**Run 1: the metal 1 layer**

Drawn at 6 px/um. Supply wires on this layer in gray. Cells faint in the background.
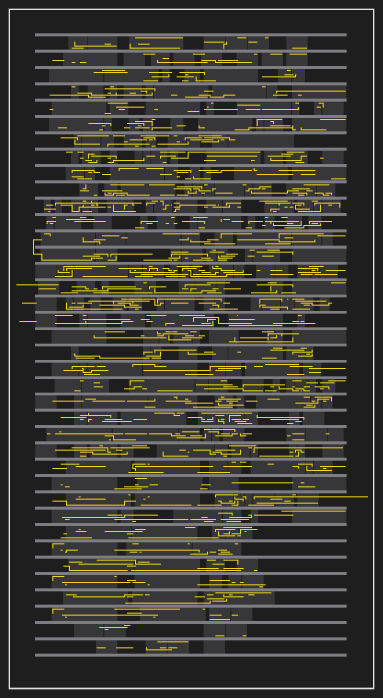
**Run 1: placement density heat map**

Drawn at 4 px/um. 6 x 11 tiles, from dark blue (low) to red (high), 0 to 100% covered.
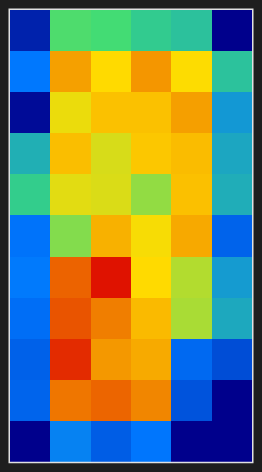
**Run 1: nets reached from selected ports**

Drawn at 4 px/um.
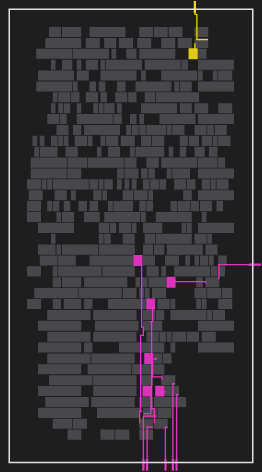
**Run 1: cell sizes after repair**

Drawn at 4 px/um.
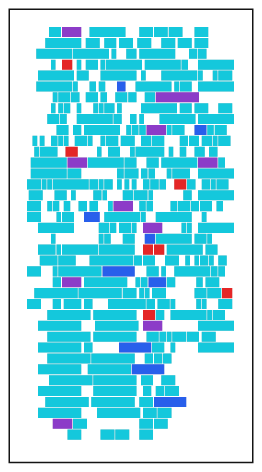
### src/rtl/route_cntrl.sv
// Route controller: destination queue, IDLE/MOVE/DWELL sequencing and obstacle buzzer.
// Commands and station IDs are consumed the cycle they are presented.
module route_cntrl #(
    parameter int ID_W        = 6,
    parameter int DEPTH       = 4,
    parameter int BUZZ_PERIOD = 12500,
    parameter int DWELL_CYC   = 1024
) (
    input  logic                     clk,
    input  logic                     rst_n,
    input  logic [ID_W+1:0]          cmd,
    input  logic                     cmd_rdy,
    input  logic [ID_W-1:0]          ID,
    input  logic                     ID_vld,
    input  logic                     OK2Move,
    output logic                     clr_cmd_rdy,
    output logic                     clr_ID_vld,
    output logic                     in_transit,
    output logic                     go,
    output logic                     buzz,
    output logic                     buzz_n,
    output logic                     arrived,
    output logic                     cmd_err,
    output logic [$clog2(DEPTH):0]   q_cnt,
    output logic [ID_W-1:0]          cur_dest
);

    localparam int PTR_W = $clog2(DEPTH);
    localparam int CNT_W = PTR_W + 1;
    localparam int DW_W  = $clog2(DWELL_CYC + 1);
    localparam int BZ_W  = $clog2(BUZZ_PERIOD);

    localparam logic [1:0] OP_STOP   = 2'b00;
    localparam logic [1:0] OP_GO     = 2'b01;
    localparam logic [1:0] OP_APPEND = 2'b10;
    localparam logic [1:0] OP_RSVD   = 2'b11;

    typedef enum logic [1:0] {IDLE, MOVE, DWELL} state_t;

    state_t            state_q, state_d;
    logic [PTR_W-1:0]  rd_ptr_q, rd_ptr_d, wr_ptr_q, wr_ptr_d;
    logic [CNT_W-1:0]  cnt_q, cnt_d;
    logic [DW_W-1:0]   dwell_cnt_q, dwell_cnt_d;
    logic [BZ_W-1:0]   buzz_cnt_q, buzz_cnt_d;
    logic              in_transit_q, in_transit_d;
    logic              buzz_q, buzz_d;
    logic              arrived_q, arrived_d;
    logic              cmd_err_q, cmd_err_d;
    logic [ID_W-1:0]   mem [DEPTH];

    logic              wr_en, push, pop, id_hit, buzz_en;
    logic              is_stop, is_go, is_append, is_rsvd;
    logic [1:0]        opcode;
    logic [ID_W-1:0]   dest;

    assign opcode    = cmd[ID_W+1:ID_W];
    assign dest      = cmd[ID_W-1:0];
    assign is_stop   = cmd_rdy && (opcode == OP_STOP);
    assign is_go     = cmd_rdy && (opcode == OP_GO);
    assign is_append = cmd_rdy && (opcode == OP_APPEND);
    assign is_rsvd   = cmd_rdy && (opcode == OP_RSVD);

    assign cur_dest = (cnt_q == '0) ? '0 : mem[rd_ptr_q];
    assign id_hit   = ID_vld && (state_q == MOVE) && (cnt_q != '0) && (ID == cur_dest);

    always_comb begin
        // NOTE: every output of this block gets a default first, so no path can infer a latch.
        state_d   = state_q;
        rd_ptr_d  = rd_ptr_q;
        wr_ptr_d  = wr_ptr_q;
        cnt_d     = cnt_q;
        wr_en     = 1'b0;
        push      = 1'b0;
        pop       = 1'b0;
        arrived_d = 1'b0;
        cmd_err_d = 1'b0;

        if (is_stop) begin
            rd_ptr_d = wr_ptr_q;
            cnt_d    = '0;
            state_d  = IDLE;
        end else if (is_go) begin
            // Flush by jumping the head to the tail, then write the new sole entry there.
            wr_en    = 1'b1;
            rd_ptr_d = wr_ptr_q;
            wr_ptr_d = wr_ptr_q + PTR_W'(1);
            cnt_d    = CNT_W'(1);
            state_d  = MOVE;
        end else begin
            pop       = id_hit;
            push      = is_append && ((cnt_q != CNT_W'(DEPTH)) || id_hit);
            cmd_err_d = is_rsvd || (is_append && !push);
            arrived_d = pop;
            if (pop)  rd_ptr_d = rd_ptr_q + PTR_W'(1);
            if (push) begin
                wr_en    = 1'b1;
                wr_ptr_d = wr_ptr_q + PTR_W'(1);
            end
            case ({push, pop})
                2'b10:   cnt_d = cnt_q + CNT_W'(1);
                2'b01:   cnt_d = cnt_q - CNT_W'(1);
                default: cnt_d = cnt_q;
            endcase
            if (pop)
                state_d = (cnt_d == '0) ? IDLE : DWELL;
            else if ((state_q == DWELL) && (dwell_cnt_q == DW_W'(DWELL_CYC - 1)))
                state_d = MOVE;
            else if ((state_q == IDLE) && push)
                state_d = MOVE;
        end

        dwell_cnt_d  = ((state_q == DWELL) && (state_d == DWELL)) ? dwell_cnt_q + DW_W'(1) : '0;
        in_transit_d = (state_d == MOVE);

        buzz_en    = in_transit_q && !OK2Move;
        buzz_d     = buzz_en && (buzz_cnt_q < BZ_W'(BUZZ_PERIOD / 2));
        buzz_cnt_d = '0;
        if (buzz_en)
            buzz_cnt_d = (buzz_cnt_q == BZ_W'(BUZZ_PERIOD - 1)) ? '0 : buzz_cnt_q + BZ_W'(1);
    end

    // NOTE: state registers use non-blocking assignments so all flops update from pre-edge values.
    always_ff @(posedge clk or negedge rst_n) begin
        if (!rst_n) begin
            state_q      <= IDLE;
            rd_ptr_q     <= '0;
            wr_ptr_q     <= '0;
            cnt_q        <= '0;
            dwell_cnt_q  <= '0;
            buzz_cnt_q   <= '0;
            in_transit_q <= 1'b0;
            buzz_q       <= 1'b0;
            arrived_q    <= 1'b0;
            cmd_err_q    <= 1'b0;
        end else begin
            state_q      <= state_d;
            rd_ptr_q     <= rd_ptr_d;
            wr_ptr_q     <= wr_ptr_d;
            cnt_q        <= cnt_d;
            dwell_cnt_q  <= dwell_cnt_d;
            buzz_cnt_q   <= buzz_cnt_d;
            in_transit_q <= in_transit_d;
            buzz_q       <= buzz_d;
            arrived_q    <= arrived_d;
            cmd_err_q    <= cmd_err_d;
        end
    end

    // NOTE: queue storage has no reset; cur_dest is masked to 0 while the count is zero.
    always_ff @(posedge clk) begin
        if (wr_en) mem[wr_ptr_q] <= dest;
    end

    assign clr_cmd_rdy = cmd_rdy;
    assign clr_ID_vld  = ID_vld;
    assign in_transit  = in_transit_q;
    assign go          = in_transit_q & OK2Move;
    assign buzz        = buzz_q;
    assign buzz_n      = ~buzz_q;
    assign arrived     = arrived_q;
    assign cmd_err     = cmd_err_q;
    assign q_cnt       = cnt_q;

endmodule
### config.mk
export PLATFORM = sky130hd
export DESIGN_NAME = route_cntrl
export DESIGN_NICKNAME = d
export VERILOG_FILES = /design/src/rtl/route_cntrl.sv
export SDC_FILE = /design/constraint.sdc
export NUM_CORES = 1
export LEC_CHECK = 0
export CAP_MARGIN = 20
export CORE_ASPECT_RATIO = 2
export CORE_MARGIN = 4
export CORE_UTILIZATION = 56
export DETAILED_ROUTE_END_ITERATION = 8
export PLACE_DENSITY = 0.8
export SLEW_MARGIN = 25
export SYNTH_ARGS = -nofsm -noshare
export SYNTH_HDL_FRONTEND = slang
export SYNTH_SLANG_ARGS = --single-unit
### constraint.sdc
create_clock -name clk -period 4 [get_ports clk]
set_clock_uncertainty 0.15 [all_clocks]
set_input_delay 0.4 -clock clk [delete_from_list [all_inputs] [get_ports clk]]
set_output_delay 0.4 -clock clk [all_outputs]
set_load 0.05 [all_outputs]
==> impl_metrics.py, run 1 <==
# Metrics from the implementation run
metrics = {
    "power_and_ir_drop": {
        "ir_drop_mv": 0.402,
        "p_leak_nw": 1.46,
    },
    "timing": {
        "final.min_clock_period_ns": 3.31,
        "slew_headroom_pct": 42.8,
        "hold_viol": 0,
        "final_max_slew_viol_count": 0,
        "finalCritPeriodShare_pct": 82.7,
        "rsz0062_at_grt": "false",
        "timing.final.setup_violations": 0,
        "hold_ws_ns": 0.320,
        "worstMarginPinSlew_ns": 0.857,
        "tns_ns": 0,
        "fmaxAchievable_mhz": 302,
    },
    "yosys": {
        "syn-cell-area_um2": 3080,
        "yosysChipArea_um2": 3080,
        "synth_cells": 275,
        "synth_top_cell_by_count": "dfrtp_1",
        "topCellsByArea": "dfrtp_1 31%, edfxtp_1 23%, xor2_1 4.5%",
        "synth.avg_cell_area_um2": 11.2,
        "edf_count": 24,
        "yosysUniqueCellTypes": 51,
        "yosysTopAreaCellShare_pct": 30.8,
        "ff_type": "dfrtp_1",
        "top_area_cell": "dfrtp_1",
        "ys_async_sr_fraction_pct": 61.3,
        "synthesis.nets": 301,
        "synth_flops": 62,
        "ys_cells": 275,
        "yosysWarnings": 0,
    },
    "global_routing": {
        "overflow": 0,
        "grt_max_degree": 39,
        "grt_pass1_vias": 2291,
        "antenna_found_initial": 0,
        "grt_usage_pct": 20.7,
    },
    "placement": {
        "gp_congestion": 0.796,
        "hpwl_um": 4690,
    },
    "clocking": {
        "cts.sink_count": 62,
        "clock_latency_ns": 0.35,
        "post_cts_resize_count": 0,
        "post_cts_buffers": 0,
        "cts_buffers": 9,
        "cts_htree_levels": 3,
        "clk_path_buf_depth": 2,
        "cts_hold_buf": 0,
    },
    "floorplan": {
        "die_y_um": 113,
        "die-area_um2": 6830,
        "die_w_um": 60.5,
        "rows": 38,
    },
    "cells_and_area": {
        "antenna_cells": 0,
        "nets": 338,
        "area_growth_pct": 18.6,
        "final_layout_size_suffix_gt1_share_pct": 8.20,
    },
    "job": {
        "maxCapViolCount": 0,
        "warning_count": 29,
    },
    "drt": {
        "dr.first_iter.drc_count": 83,
        "ant_nets": 0,
        "vias_per_cell": 5.70,
        "dr.pass1.iters": 4,
        "routedWlPerCell_um": 16.4,
    },
    "outcome": {
        "outcome": "complete, no violations",
    },
    "setup_path": {
        "reg2reg_depth": 8,
        "end_kind": "flip-flop",
        "crit_type": "reg -> reg",
        "worstReg2RegEnd": "mem[3][4]",
        "r2r-start": "rd_ptr_q[0]",
        "arrival_ns": 3.19,
        "start_kind": "flip-flop",
    },
}
About 'the metal 1 layer':
nets with wire on the layer: 300
longest straight run: 18.9 um
main direction: horizontal
wire length on this layer: 2260 um
Vias: 2149
GR Layer Usage met1: 21.8%

About 'placement density heat map':
tiles over 75% full: 36%
emptiest ninth of the die: south-east
nearly empty tiles: 7.6%
fullest tile: 98%
mean over tiles: 53%
densest ninth of the die: center
core area: 5370 um2
final core occ: 68.1%
Pre-Place Util: 57.4%

About 'nets reached from selected ports':
[yellow] go | bits: 1 | direction: output | end cells: 1 | buffers: 1 | wire: 12.3 um
[magenta] cur_dest | bits: 6 | direction: output | end cells: 6 | buffers: 6 | wire: 176 um
IO Count: 36
I/O Buffers: 35

About 'cell sizes after repair':
[red] x3 and x4 | cells: 7 | share: 2.2%
[cyan] x1 and smaller | cells: 291 | share: 92%
[blue] x2 | cells: 9 | share: 2.8%
[purple] x6 and larger | cells: 10 | share: 3.2%
Non-clk bufs: 37
post-route cell area: 3660 um2

-- run 1: layer usage --
layer  wire, um  part of all wire (%)  vias up  GRT usage [%]
met4        248                   4.0        0           12.0
met3        191                   3.1       23           4.11
met2       3490                    56       39           36.2
li1           -                     -     1031              -
met1       2260                    37     1056           21.8
met5          0                     0        -              0
-- run 1: worst max-delay path by stage --
stage,from,endpoint,slack (ns),depth (start not counted)
2_1_floorplan,q_cnt[0],state_q[1],0.49,12
3_3_place_gp,rd_ptr_q[0],mem[0][0],0.79,8
3_5_place_dp,rd_ptr_q[0],mem[3][1],0.69,8
4_1_cts,rd_ptr_q[0],mem[3][1],0.67,8
5_1_grt,rd_ptr_q[0],mem[1][3],0.53,8
6_report,rd_ptr_q[0],mem[3][4],0.69,8
-- run 1: report_power, final --
part | switching, mW | internal, mW | leakage [nW] | total, mW
clock | 0.250 | 0.288 | 0.0931 | 0.538
sequential | 0.0801 | 0.720 | 0.728 | 0.800
combinational | 0.354 | 0.239 | 0.642 | 0.593
total | 0.684 | 1.25 | 1.46 | 1.93
-- run 1: layout make-up --
class                      instances  area (um2)
sequential                        62        1670
fill                             410        1710
timing repair buffer              37         365
multi-input combinational        192        1310
clock inverter                     7        75.1
inverter                          10        37.5
clock buffer                       9         124
tap                               60        75.1
-- run 1: state kept, by name, summed over array words and instances (netlist names) --
| name | count |
|---|---|
| wr_ptr_q | 2 |
| dwell_cnt_q | 11 |
| state_q | 2 |
| rd_ptr_q | 2 |
| cmd_err | 1 |
| buzz | 1 |
| buzz_cnt_q | 14 |
| mem | 24 |
| in_transit | 1 |
| q_cnt | 3 |
| arrived | 1 |
-- run 1: cells by family after synthesis --
kind of cell / count (synthesis) / synth area share, %
flip-flops: 62 / 54.2
AND-OR/OR-AND: 30 / 7.10
buffers and inverters: 21 / 3.33
XOR/XNOR: 29 / 8.24
multiplexers: 10 / 5.40
AND/OR/NAND/NOR: 116 / 18.7
adder cells (fa/ha/maj): 7 / 3.08
-- run 1: through the flow --
step           instances  total power [mW]  util (%)  worst slack [ns]  area (um2)
2_1_floorplan        275              1.22         -             0.492        3080
3_3_place_gp         361              1.40      64.4             0.788        3460
3_5_place_dp         361              1.41      64.4             0.690        3460
4_1_cts              377              1.95      68.1             0.674        3660
5_1_grt              377              2.02      68.1             0.533        3660
6_report             377              1.93      68.1             0.693        3660
-- run 1: critical path, cell delays in order (launching register included) --
cell and delay (ns):
dfrtp_1 0.63, mux4_2 0.59, and3_1 0.20, a311o_1 0.32
a211oi_2 0.19, buf_4 0.24, o21bai_1 0.11, a21boi_2 0.25
and2_1 0.31
-- run 1: cell usage in the layout, fill, tap and decap left out, drive strengths merged, types with 2 or more instances in the layout --
cell	Yosys	layout
nand3	15	15
a21oi	3	3
a211o	2	2
clkinvlp	0	2
dfrtp	38	38
mux2i	5	5
and2	14	14
buf	6	2
mux4	5	5
clkinv	0	4
xnor2	13	13
clkdlybuf4s50	0	35
nand3b	2	2
and3	9	9
o211ai	2	2
inv	10	10
xor2	16	16
nor2	36	36
ha	6	6
a31oi	2	2
edfxtp	24	24
o2111ai	2	2
nand2b	5	5
nor2b	2	2
nor3	5	5
nand2	20	20
clkbuf	5	9
a311oi	2	2
o21ai	8	8
## Run 2: what changed since run 1
- CORE_UTILIZATION: 56 -> 50
- PLACE_DENSITY: 0.8 -> 0.75
- clock period: 4 -> 2.75 ns (I/O delays scaled with it)
**Run 2: placement density heat map**

Drawn at 4 px/um. 6 x 12 tiles, from dark blue (low) to red (high), 0 to 100% covered.
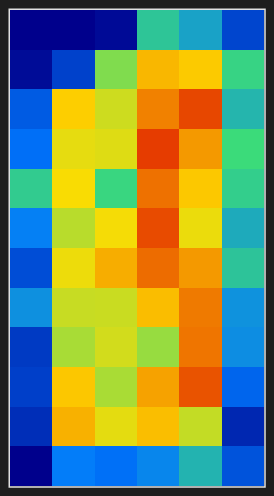
mean over tiles: 52%
tiles over 75% full: 29%
emptiest ninth of the die: north-west
densest ninth of the die: center
Pre-Place Util: 51.4%
final core occ: 67.1%
core area: 6010 um2

**Run 2: the metal 1 layer**

Drawn at 6 px/um. Supply wires on this layer in gray. Cells faint in the background.
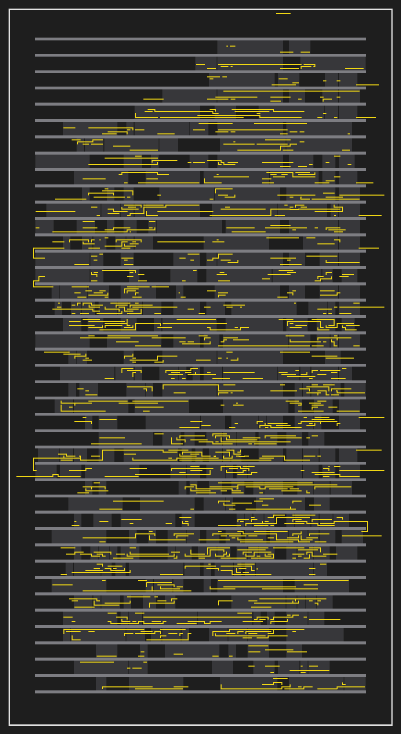
share of all routed wire: 35%
nets with wire on the layer: 334
wire length on this layer: 2420 um
main direction: horizontal
Vias: 2293
routed wire length: 6900 um
GR Layer Usage met1: 19.6%

==> impl_metrics.py, run 2 <==
# Metrics from the implementation run
metrics = {
    "placement": {
        "port_buffers": 35,
        "dp_slack_ns": -0.359,
        "post-place-cells": 387,
        "gp_congestion": 0.911,
        "hpwl_um": 5100,
    },
    "cells_and_area": {
        "n_fill_cell": 473,
        "layout_top_cells": "34 x nor2_1, 34 x dfrtp_1, 30 x clkdlybuf4s50_1, 27 x buf_4, 24 x edfxtp_1",
        "largest_reg_flops": 24,
        "area_growth_pct": 30.8,
        "nets": 366,
        "mi_logic_area_um2": 1340,
        "seqCellArea_um2": 1680,
        "final_layout_size_suffix_gt1_share_pct": 20.3,
        "final_cells": 408,
        "top_register": "mem",
        "top_regs": "mem x24, buzz_cnt_q x14, dwell_cnt_q x11",
        "antenna_cells": 0,
    },
    "clocking": {
        "cts_tree": "built",
        "cts_htree_levels": 3,
        "clk_path_buf_depth": 2,
        "clock_latency_ns": 0.33,
        "cts-root-buf": "clkbuf_16",
        "cts.sink_count": 62,
        "cts_buffers": 9,
        "path_clk_slew_ns": 0.05,
    },
    "timing": {
        "worstMarginPinSlew_ns": 0.840,
        "timing.final.setup_violations": 28,
        "hold_viol": 0,
        "final.min_clock_period_ns": 3.02,
        "rsz0062_at_grt": "true",
        "fmaxAchievable_mhz": 331,
        "final_max_slew_viol_count": 0,
        "setup_ws_ns": -0.272,
        "finalCritPeriodShare_pct": 110,
        "slew_headroom_pct": 44.0,
    },
    "yosys": {
        "yosysUniqueCellTypes": 51,
        "syn-cell-area_um2": 3080,
        "synth_flops": 62,
        "synth.avg_cell_area_um2": 11.2,
        "yosysWarnings": 0,
        "ys_async_sr_fraction_pct": 61.3,
        "synth_cells": 275,
        "synth_seq_share_pct": 54.2,
        "synth_top_cell_by_count": "dfrtp_1",
        "synthesis.nets": 301,
        "top_area_cell": "dfrtp_1",
        "topCellsByArea": "dfrtp_1 31%, edfxtp_1 23%, xor2_1 4.5%",
        "edf_count": 24,
        "yosysTopAreaCellShare_pct": 30.8,
        "ys_cells": 275,
        "ff_type": "dfrtp_1",
        "yosys-top-cells-count": "38 x dfrtp_1, 36 x nor2_1, 24 x edfxtp_1, 20 x nand2_1, 16 x xor2_1",
        "yosysChipArea_um2": 3080,
    },
    "global_routing": {
        "overflow": 0,
        "antenna_found_initial": 0,
        "grt.busiest_layer": "met2",
        "grt_pass1_vias": 2456,
        "grt_pass1_wl_um": 11600,
        "grt_usage_pct": 20.4,
        "grt_max_degree": 39,
        "globalRouteMet3Util_pct": 5.28,
        "grt_use_met2_pct": 37.7,
    },
    "drt": {
        "drc": 0,
        "routedWlPerCell_um": 16.9,
        "dr.first_iter.drc_count": 92,
        "vias_per_cell": 5.62,
        "dr.pass1.iters": 4,
        "ant_nets": 0,
    },
    "floorplan": {
        "die_w_um": 63.5,
        "rows": 40,
        "die-area_um2": 7570,
        "die_y_um": 119,
        "io-pin-count": 36,
    },
    "outcome": {
        "outcome": "complete, but fails checks",
        "violations": "negative setup slack",
    },
    "setup_path": {
        "crit_type": "reg -> reg",
        "worst_path_dominant_cell_family": "AND-OR/OR-AND gates",
        "end_kind": "flip-flop",
        "arrival_ns": 3.07,
        "cp.required_ns": 2.79,
        "start_kind": "flip-flop",
        "slowest_delay_ns": 0.54,
        "path_buffers": 0,
        "slowest_stage": "mux4_2",
        "crit_fanout": 5,
        "path_cells": "mux4_2 > xor2_1 > a311o_1 > a211oi_2 > and2_4 > fa_2 > nand4b_1 > o21ai_1 > a22oi_1",
    },
    "job": {
        "warning_count": 32,
        "maxCapViolCount": 0,
    },
    "power_and_ir_drop": {
        "power_mw": 3.39,
        "p_leak_nw": 1.68,
        "ir_drop_mv": 0.505,
        "power.density_nw_per_um2": 841,
    },
    "hold_path": {
        "hp-class": "reg -> reg",
    },
}
run 2: path summary, 6_finish.rpt:
check	to	startpoint	depth (start not counted)	slack, ns
max in group asynchronous	rd_ptr_q[0]	rst_n	2	1.42
min reg2reg	dwell_cnt_q[0]	dwell_cnt_q[0]	1	0.33
min in group asynchronous	cmd_err	rst_n	2	0.45
max reg2reg	state_q[1]	rd_ptr_q[0]	9	-0.27
min	dwell_cnt_q[0]	dwell_cnt_q[0]	1	0.33
max	state_q[1]	rd_ptr_q[0]	9	-0.27
run 2: through the flow:
step | setup TNS [ns] | hold slack [ns] | util, % | area, um2
detailed placement | -9.32 | 0.280 | 60.8 | 3650
CTS | -4.85 | 0.331 | 67.0 | 4020
global placement | -7.09 | 0.277 | 60.8 | 3650
floorplan | -2.89 | -0.171 | - | 3110
global route | -7.51 | 0.364 | 67.1 | 4030
finish | -4.57 | 0.329 | 67.1 | 4030
run 2: per-layer routing:
| layer | part of all wire [%] | up-vias | wire length (um) |
|---|---|---|---|
| li1 | - | 1093 | - |
| met1 | 35 | 1114 | 2420 |
| met2 | 57 | 67 | 3950 |
| met3 | 4.0 | 19 | 274 |
| met4 | 3.7 | 0 | 257 |
| met5 | 0 | - | 0 |
run 2: kinds of logic (layout without fill, tap and decap cells):
group | count (synthesis) | after routing | synth area share, %
mux | 10 | 10 | 5.40
simple gates | 116 | 116 | 18.7
compound gates | 30 | 30 | 7.10
flops | 62 | 62 | 54.2
buf+inv | 21 | 91 | 3.33
xor+xnor | 29 | 29 | 8.24
fa+ha+maj | 7 | 7 | 3.08
run 2: what timing repair did:
action / CTS / global route
pin swaps: 5 / 3
endpoints found under the setup margin: 34 / 30
hold buffers: 1 / 0
endpoints found under the hold margin: 38 / 0
setup buffers: 3 / 2
gates resized: 12 / 2
run 2: final cells by class:
type / count / area share [%]
clock inverter: 7 / 2.45
timing repair buffer: 65 / 14.3
sequential: 62 / 41.6
clock buffer: 9 / 5.58
inverter: 10 / 0.931
tap: 63 / 1.95
multi-input combinational: 192 / 33.2
run 2: power by group:
part | switching, mW | leakage (nW) | internal [mW]
clock | 0.399 | 0.156 | 0.794
sequential | 0.0801 | 0.723 | 1.05
combinational | 0.608 | 0.801 | 0.456
Power figures rest on the tool's default switching activity, not on a simulated workload.
